===== src/rtl/gpr_seq_pkg.sv =====
// Shared types and default sizes for the GPR operand sequencer.
// Imported by gpr_seq_alu and gpr_alu_seq.
package gpr_seq_pkg;

  localparam int DEF_DATA_W   = 10;
  localparam int DEF_ADDR_W   = 4;
  localparam int DEF_NUM_REGS = 10;

  typedef enum logic [2:0] {
    OP_ADD = 3'b000,
    OP_SUB = 3'b001,
    OP_AND = 3'b010,
    OP_OR  = 3'b011,
    OP_XOR = 3'b100,
    OP_SHL = 3'b101,
    OP_SHR = 3'b110,
    OP_MOV = 3'b111
  } op_e;

  typedef enum logic [2:0] {
    ST_IDLE = 3'd0,
    ST_RD_A = 3'd1,
    ST_RD_B = 3'd2,
    ST_EXEC = 3'd3,
    ST_WB   = 3'd4,
    ST_FIN  = 3'd5,
    ST_ERR  = 3'd6
  } state_e;

  // Ops whose result depends on A alone.
  function automatic logic is_unary(op_e o);
    return (o == OP_SHL) || (o == OP_SHR) || (o == OP_MOV);
  endfunction

endpackage


===== src/rtl/gpr_seq_alu.sv =====
// Combinational ALU for the GPR sequencer.
// (op, a, b) -> (result, carry); registered by the caller.
module gpr_seq_alu
  import gpr_seq_pkg::*;
#(
  parameter int DATA_W = DEF_DATA_W
) (
  input  op_e               op,
  input  logic [DATA_W-1:0] a,
  input  logic [DATA_W-1:0] b,
  output logic [DATA_W-1:0] result,
  output logic              carry
);

  // Operation decode; carry is zero for logic ops and MOV.
  always_comb begin
    result = '0;
    carry  = 1'b0;
    unique case (op)
      OP_ADD: {carry, result} = {1'b0, a} + {1'b0, b};
      OP_SUB: begin
        result = a - b;
        carry  = (a < b);
      end
      OP_AND: result = a & b;
      OP_OR:  result = a | b;
      OP_XOR: result = a ^ b;
      OP_SHL: begin
        result = {a[DATA_W-2:0], 1'b0};
        carry  = a[DATA_W-1];
      end
      OP_SHR: begin
        result = {1'b0, a[DATA_W-1:1]};
        carry  = a[0];
      end
      OP_MOV: result = a;
      default: begin
        result = '0;
        carry  = 1'b0;
      end
    endcase
  end

endmodule


===== src/rtl/gpr_alu_seq.sv =====
// Multicycle read-A / read-B / exec / write-back sequencer on a GPR port.
// Optional: GPR_SEQ_UNARY_SKIP_EN skips the B read for SHL/SHR/MOV.
module gpr_alu_seq
  import gpr_seq_pkg::*;
#(
  parameter int DATA_W   = DEF_DATA_W,
  parameter int ADDR_W   = DEF_ADDR_W,
  parameter int NUM_REGS = DEF_NUM_REGS
) (
  input  logic              clk,
  input  logic              rst,
  input  logic              start,
  input  logic [2:0]        op,
  input  logic [ADDR_W-1:0] ra,
  input  logic [ADDR_W-1:0] rb,
  input  logic [ADDR_W-1:0] rd,
  output logic [ADDR_W-1:0] gpr_addr,
  output logic              gpr_read,
  output logic              gpr_write,
  output logic [DATA_W-1:0] gpr_wdata,
  input  logic [DATA_W-1:0] gpr_rdata,
  output logic              busy,
  output logic              done,
  output logic              err,
  output logic              flag_z,
  output logic              flag_c
);

`ifdef GPR_SEQ_UNARY_SKIP_EN
  localparam logic SKIP = 1'b1;
`else
  localparam logic SKIP = 1'b0;
`endif

  localparam logic [ADDR_W:0] LIM = NUM_REGS[ADDR_W:0];

  state_e state, state_n;

  op_e               op_q;
  logic [ADDR_W-1:0] ra_q, rb_q, rd_q;
  logic [DATA_W-1:0] a_q, b_q, res_q;
  logic              carry_q;

  logic [DATA_W-1:0] alu_res;
  logic              alu_c;

  logic ra_bad, rb_bad, rd_bad, rb_need, bad;

  // Range check on the live command inputs, decided in IDLE.
  always_comb begin
    ra_bad  = ({1'b0, ra} >= LIM);
    rb_bad  = ({1'b0, rb} >= LIM);
    rd_bad  = ({1'b0, rd} >= LIM);
    rb_need = !(SKIP && is_unary(op_e'(op)));
    bad     = ra_bad || rd_bad || (rb_bad && rb_need);
  end

  gpr_seq_alu #(
    .DATA_W (DATA_W)
  ) u_alu (
    .op     (op_q),
    .a      (a_q),
    .b      (b_q),
    .result (alu_res),
    .carry  (alu_c)
  );

  // State register.
  always_ff @(posedge clk or negedge rst) begin
    if (!rst) state <= ST_IDLE;
    else      state <= state_n;
  end

  // Next-state sequencing.
  always_comb begin
    state_n = state;
    unique case (state)
      ST_IDLE: if (start) state_n = bad ? ST_ERR : ST_RD_A;
      ST_RD_A: state_n = (SKIP && is_unary(op_q)) ? ST_EXEC : ST_RD_B;
      ST_RD_B: state_n = ST_EXEC;
      ST_EXEC: state_n = ST_WB;
      ST_WB:   state_n = ST_FIN;
      ST_FIN:  state_n = ST_IDLE;
      ST_ERR:  state_n = ST_IDLE;
      default: state_n = ST_IDLE;
    endcase
  end

  // Register-file port and status outputs; port idles at zero.
  always_comb begin
    gpr_addr  = '0;
    gpr_read  = 1'b0;
    gpr_write = 1'b0;
    gpr_wdata = '0;
    done      = 1'b0;
    err       = 1'b0;
    busy      = (state != ST_IDLE);
    unique case (state)
      ST_RD_A: begin
        gpr_addr = ra_q;
        gpr_read = 1'b1;
      end
      ST_RD_B: begin
        gpr_addr = rb_q;
        gpr_read = 1'b1;
      end
      ST_WB: begin
        gpr_addr  = rd_q;
        gpr_write = 1'b1;
        gpr_wdata = res_q;
      end
      ST_FIN:  done = 1'b1;
      ST_ERR: begin
        done = 1'b1;
        err  = 1'b1;
      end
      default: ;
    endcase
  end

  // Command capture, operand latch, result and flag registers.
  always_ff @(posedge clk or negedge rst) begin
    if (!rst) begin
      op_q    <= OP_ADD;
      ra_q    <= '0;
      rb_q    <= '0;
      rd_q    <= '0;
      a_q     <= '0;
      b_q     <= '0;
      res_q   <= '0;
      carry_q <= 1'b0;
      flag_z  <= 1'b0;
      flag_c  <= 1'b0;
    end else begin
      if (state == ST_IDLE && start) begin
        op_q <= op_e'(op);
        ra_q <= ra;
        rb_q <= rb;
        rd_q <= rd;
      end
      if (state == ST_RD_A) a_q <= gpr_rdata;
      if (state == ST_RD_B) b_q <= gpr_rdata;
      if (state == ST_EXEC) begin
        res_q   <= alu_res;
        carry_q <= alu_c;
      end
      if (state == ST_WB) begin
        flag_z <= (res_q == '0);
        flag_c <= carry_q;
      end
    end
  end

endmodule


===== config.mk =====
export PLATFORM = sky130hd
export DESIGN_NAME = gpr_alu_seq
export DESIGN_NICKNAME = d
export VERILOG_FILES = /design/src/rtl/gpr_seq_pkg.sv /design/src/rtl/gpr_seq_alu.sv /design/src/rtl/gpr_alu_seq.sv
export SDC_FILE = /design/constraint.sdc
export NUM_CORES = 1
export LEC_CHECK = 0
export ABC_AREA = 1
export CORE_MARGIN = 8
export CORE_UTILIZATION = 35
export DETAILED_ROUTE_END_ITERATION = 16
export PLACE_DENSITY = 0.61
export SLEW_MARGIN = 20
export SYNTH_ARGS = -nofsm -noshare
export SYNTH_HDL_FRONTEND = slang
export SYNTH_SLANG_ARGS = --single-unit

===== constraint.sdc =====
create_clock -name clk -period 2.21 [get_ports clk]
set_input_delay 0.3315 -clock clk [delete_from_list [all_inputs] [get_ports clk]]
set_output_delay 0.3315 -clock clk [all_outputs]
set_load 0.01 [all_outputs]

**Run 1: routed metal, one color a layer**

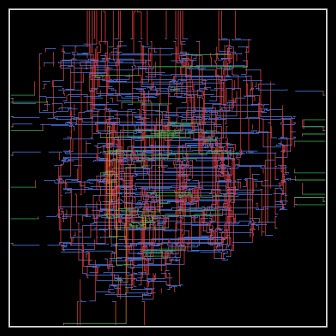
legend:
  blue:
    layer: met1
    wire_length: 5200 um
  red:
    layer: met2
    wire_length: 4870 um
  green:
    layer: met3
    wire_length: 751 um
  orange:
    layer: met4
    wire_length: 234 um

**Run 1: gate-type map**

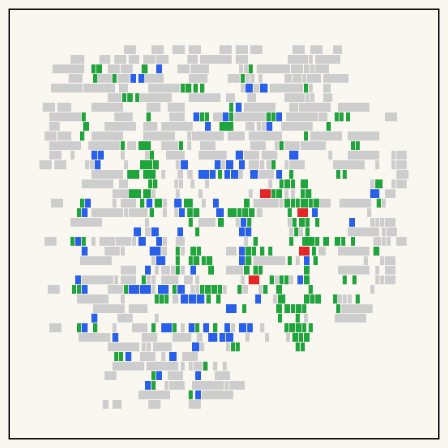
legend:
  red:
    family: XOR/XNOR gates
    cells: 4
    most_used: xor2_1
  green:
    family: NAND gates
    cells: 187
    most_used: nand2_1
  blue:
    family: inverting AOI/OAI gates
    cells: 84
    most_used: o21ai_0

**Run 1: track usage over the die**

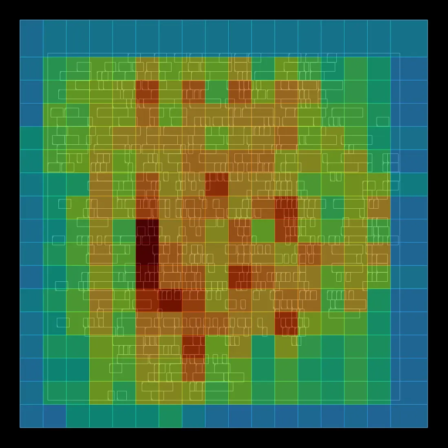
met1 Track Usage GR: 0.213
Top Usage Layer GRT: met2

==> impl_metrics.tcl, run 1 <==
# place-and-route summary
set metrics [dict create \
    run_status "finished clean" \
    p_comb_frac 0.686 \
    vdd_ir_drop_max_mv 0.553 \
    grt_setup_unrepaired "no" \
    p_clk_mw 0.595 \
    power.switching_mw 3.87 \
    fin_crit_sh 0.968 \
    r2r_cells 12 \
    area_dominant_class "combinational gates" \
    p_sw_frac 0.518 \
    cts.sinks 51 \
    die_h_um 121 \
    edf_count 0 \
    flops 51 \
    clock_skew_ns 0.00501 \
    lay_top_cells "nand2_1 (130), inv_1 (71), dfrtp_1 (48), nand3_1 (42), nor2_1 (42)" \
    clk_path_buf_depth 2 \
    yosysTopAreaCellShare 0.328 \
    layout_min_cycle_time_ns 2.14 \
    crit_fanout 7 \
    power_frac_seq 0.234 \
    synthTopCellsByArea "dfrtp_1 (33%), nand2_1 (13%), ha_1 (9.6%), inv_1 (6.9%), nand3_1 (5.4%)" \
    drt_wl_total_mm 11.1 \
    cap_violations 0 \
    n_clock_buffer 6 \
    antenna_found_initial 0 \
    grt_pass1_vias 3660 \
    critPathTopFamily "buffers and inverters" \
    seq_share 0.272 \
    crit_arrival_ns 1.81 \
    cts_hold_buf 0 \
    crit_path_end_kind "output port" \
    place_hpwl_mm 8.69 \
    core_area_um2 10800 \
    diodes 0 \
    ios 49 \
]
run 1: metrics by stage:
step | cells | setup WS [ns] | instance area [um2] | hold WS, ns
2_1_floorplan | 528 | 0.361 | 3890 | 0.0359
3_3_place_gp | 710 | 0.0995 | 4510 | 0.463
3_5_place_dp | 710 | 0.0848 | 4510 | 0.467
4_1_cts | 724 | 0.0174 | 4660 | 0.144
5_1_grt | 726 | 0.0113 | 4710 | 0.166
6_report | 726 | 0.0710 | 4710 | 0.108
run 1: cells by family after synthesis:
| group | synth area share |
|---|---|
| simple gates | 0.284 |
| mux | 0.0386 |
| xor+xnor | 0.00901 |
| compound gates | 0.127 |
| buf+inv | 0.106 |
| fa+ha+maj | 0.107 |
| flops | 0.328 |
**Run 1: the metal 2 layer**

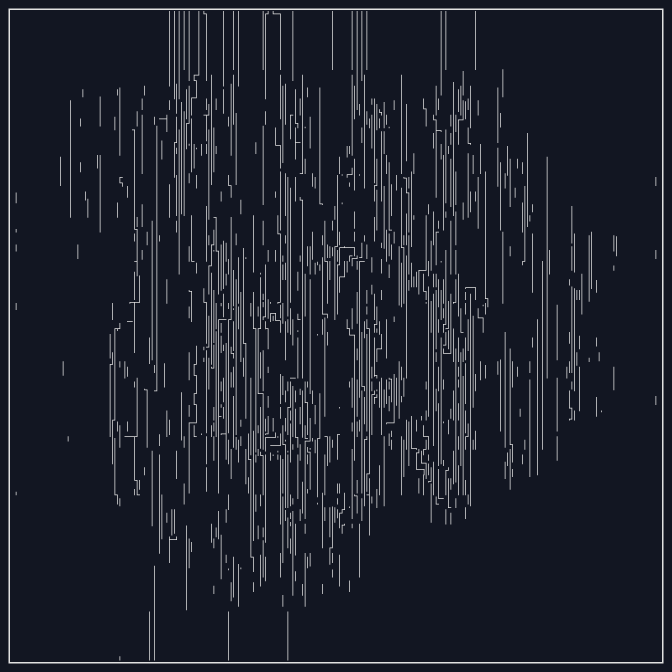

## Run 2: what changed since run 1
--- a/config.mk
+++ b/config.mk
@@ -9,7 +9,9 @@
 export CORE_MARGIN = 8
 export CORE_UTILIZATION = 35
 export DETAILED_ROUTE_END_ITERATION = 16
-export PLACE_DENSITY = 0.61
+export GPL_TIMING_DRIVEN = 0
+export PLACE_DENSITY = 0.63
+export SETUP_SLACK_MARGIN = 0.3
 export SLEW_MARGIN = 20
 export SYNTH_ARGS = -nofsm -noshare
 export SYNTH_HDL_FRONTEND = slang
==> constraint.sdc (replaced) <==
create_clock -name clk -period 1.79 [get_ports clk]
set_input_delay 0.2685 -clock clk [delete_from_list [all_inputs] [get_ports clk]]
set_output_delay 0.2685 -clock clk [all_outputs]
set_load 0.01 [all_outputs]
**Run 2: the metal 2 layer**

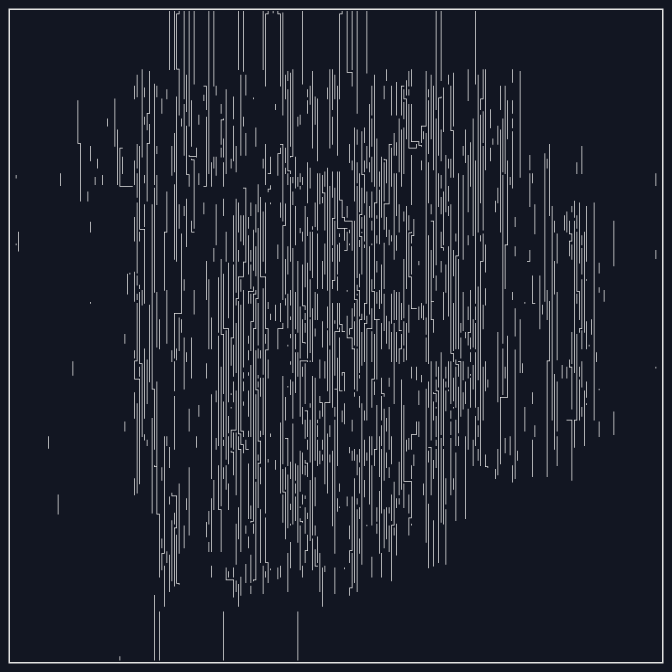
main direction: vertical
nets with wire on the layer: 606
longest straight run: 40.5 um
wire length on this layer: 6590 um
share of all routed wire: 49%

**Run 2: track usage over the die**

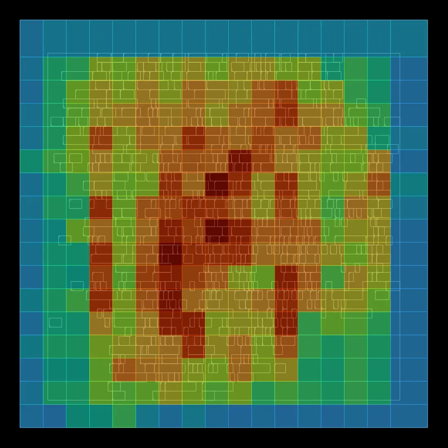
drt wl/cell: 17.0 um
met2 Usage GRT: 0.298
Final Util: 0.546
met1 Track Usage GR: 0.227

==> impl_metrics.tcl, run 2 <==
# place-and-route summary
set metrics [dict create \
    ios 49 \
    fin_crit_sh 1.12 \
    r2r_cells 11 \
    n_clock_buffer 5 \
    seq_share 0.217 \
    place_inst 716 \
    place_hpwl_mm 9.25 \
    core_area_um2 10800 \
    lay_top_cells "nand2_1 (110), buf_4 (53), inv_1 (47), dfrtp_1 (46), buf_6 (38)" \
    grt_setup_unrepaired "yes" \
    synthTopLogicFamily "simple AND/OR/NAND/NOR gates" \
    vdd_ir_drop_max_mv 0.790 \
    die_h_um 121 \
    dpl_cell_area_um2 4740 \
    setup_ws_ns -0.217 \
    crit_fanout 3 \
    finalSetupViolations 10 \
    muxShareOfSynthArea 0.0386 \
    crit_arrival_ns 2.22 \
    violations "negative setup slack" \
    grt_pass1_vias 4052 \
    edf_count 0 \
    antenna_found_initial 0 \
    run_status "finished with violations" \
]
## run 2: cell types whose count changed in the layout (fill, tap and decap cells not counted), sizes merged
cell	delta
dlygate4sd2	-13
clkinvlp	+1
dlygate4sd3	+1
buf	+87
bufinv	+1
clkdlybuf4s50	-7
dlymetal6s2s	+1
clkinv	-1
## run 2: power by group
| part | total, mW | switching [mW] | leakage (nW) | internal, mW |
|---|---|---|---|---|
| clock | 0.875 | 0.452 | 0.0548 | 0.423 |
| sequential | 2.14 | 0.426 | 0.617 | 1.71 |
| combinational | 9.97 | 5.55 | 2.19 | 4.41 |
| total | 13.0 | 6.43 | 2.86 | 6.55 |
**Run 2: routed metal, one color a layer**

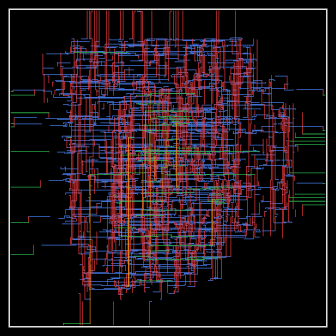

## Run 3: what changed since run 2
--- a/config.mk
+++ b/config.mk
@@ -6,11 +6,10 @@
 export NUM_CORES = 1
 export LEC_CHECK = 0
 export ABC_AREA = 1
-export CORE_MARGIN = 8
-export CORE_UTILIZATION = 35
+export CORE_UTILIZATION = 40
 export DETAILED_ROUTE_END_ITERATION = 16
 export GPL_TIMING_DRIVEN = 0
-export PLACE_DENSITY = 0.63
+export PLACE_DENSITY = 0.69
 export SETUP_SLACK_MARGIN = 0.3
 export SLEW_MARGIN = 20
 export SYNTH_ARGS = -nofsm -noshare
**Run 3: routed metal, one color a layer**

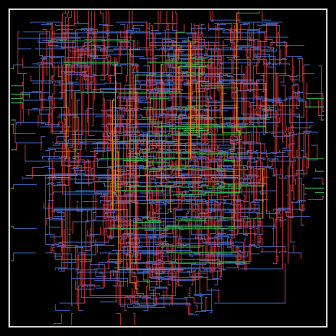
legend:
  green:
    layer: met3
    wire_length: 1120 um
  blue:
    layer: met1
    wire_length: 5680 um
  red:
    layer: met2
    wire_length: 6880 um
  orange:
    layer: met4
    wire_length: 639 um

**Run 3: gate-type map**

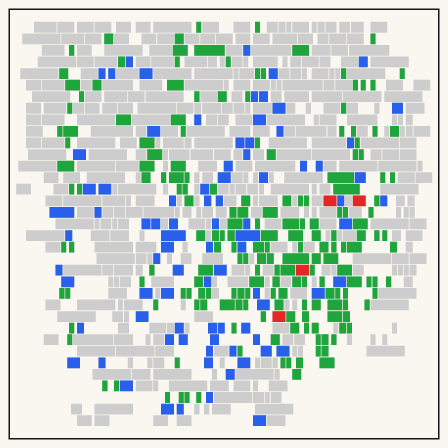
legend:
  blue:
    family: inverting AOI/OAI gates
    cells: 84
    most_used: o21ai_0
  red:
    family: XOR/XNOR gates
    cells: 4
    most_used: xor2_1
  green:
    family: NAND gates
    cells: 187
    most_used: nand2_1

==> impl_metrics.tcl, run 3 <==
# place-and-route summary
set metrics [dict create \
    run_status "finished with violations" \
    violations "negative setup slack" \
    power.largest_group "combinational logic" \
    crit_arrival_ns 2.37 \
    grt_use_met1 0.348 \
    p_clk_mw 0.778 \
    power_frac_seq 0.155 \
    setup_ws_ns -0.355 \
    place_hpwl_mm 8.70 \
    core_area_um2 9330 \
    vdd_ir_drop_max_mv 0.952 \
    pwr-share-clk 0.056 \
    crit_fanout 2 \
    r2r_cells 11 \
    powerComb_mw 10.9 \
    lay_top_cells "nand2_1 (103), buf_4 (56), inv_1 (47), dfrtp_1 (46), buf_6 (43)" \
    pg_seq_mw 2.14 \
    edf_count 0 \
    grt_setup_unrepaired "yes" \
    p_int_mw 6.95 \
    die_h_um 101 \
    fin_crit_sh 1.20 \
    antenna_found_initial 0 \
    finalSetupViolations 24 \
    p_comb_frac 0.788 \
    ios 49 \
]
## run 3: cell counts after synthesis
Identical to the previous run, type by type.
## run 3: kinds of logic after synthesis
group / Yosys count / share of synthesized area
xor gates and xnor gates: 4 / 0.00901
buffers and inverters: 97 / 0.106
and+or+nand+nor: 246 / 0.284
AOI/OAI and AO/OA: 86 / 0.127
DFF: 51 / 0.328
adders and majority gates: 32 / 0.107
muxes: 12 / 0.0386
## run 3: what timing repair did
action	CTS	global route
hold buffers	1	0
setup buffers	55	25
pin swaps	41	32
gates cloned	2	1
setup endpoints to repair	54	60
gates resized	184	114
endpoints found under the hold margin	18	0

==> notes/layouts.md <==
Pictures saved along the way, in no particular order.

Local utilization.
picture 1
12 x 12 tiles, from white (low) to dark blue (high), 0 to 100% covered.
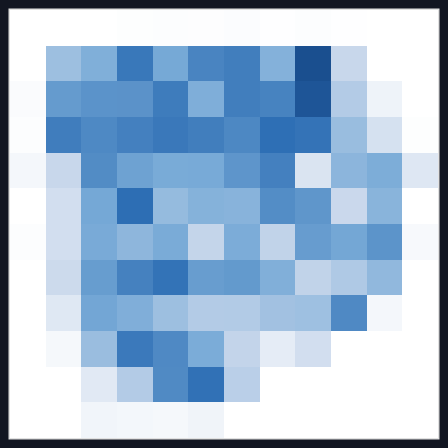
picture 2
10 x 10 tiles, from white (low) to dark blue (high), 0 to 100% covered.
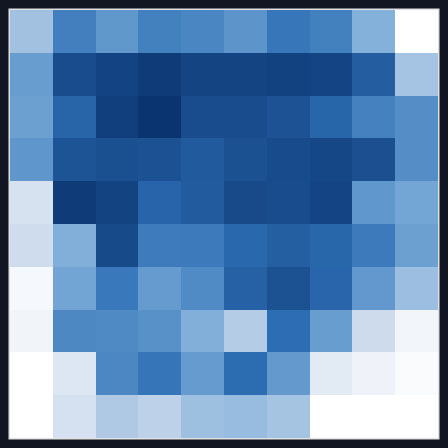
picture 1: run 1
picture 2: run 3
- highest utilization: picture 2

Key to picture 2:
tiles over 75% full: 39%
fullest tile: 99%
emptiest ninth of the die: south-east
mean over tiles: 60%
nearly empty tiles: 6.0%

Power figures rest on the tool's default switching activity, not on a simulated workload.
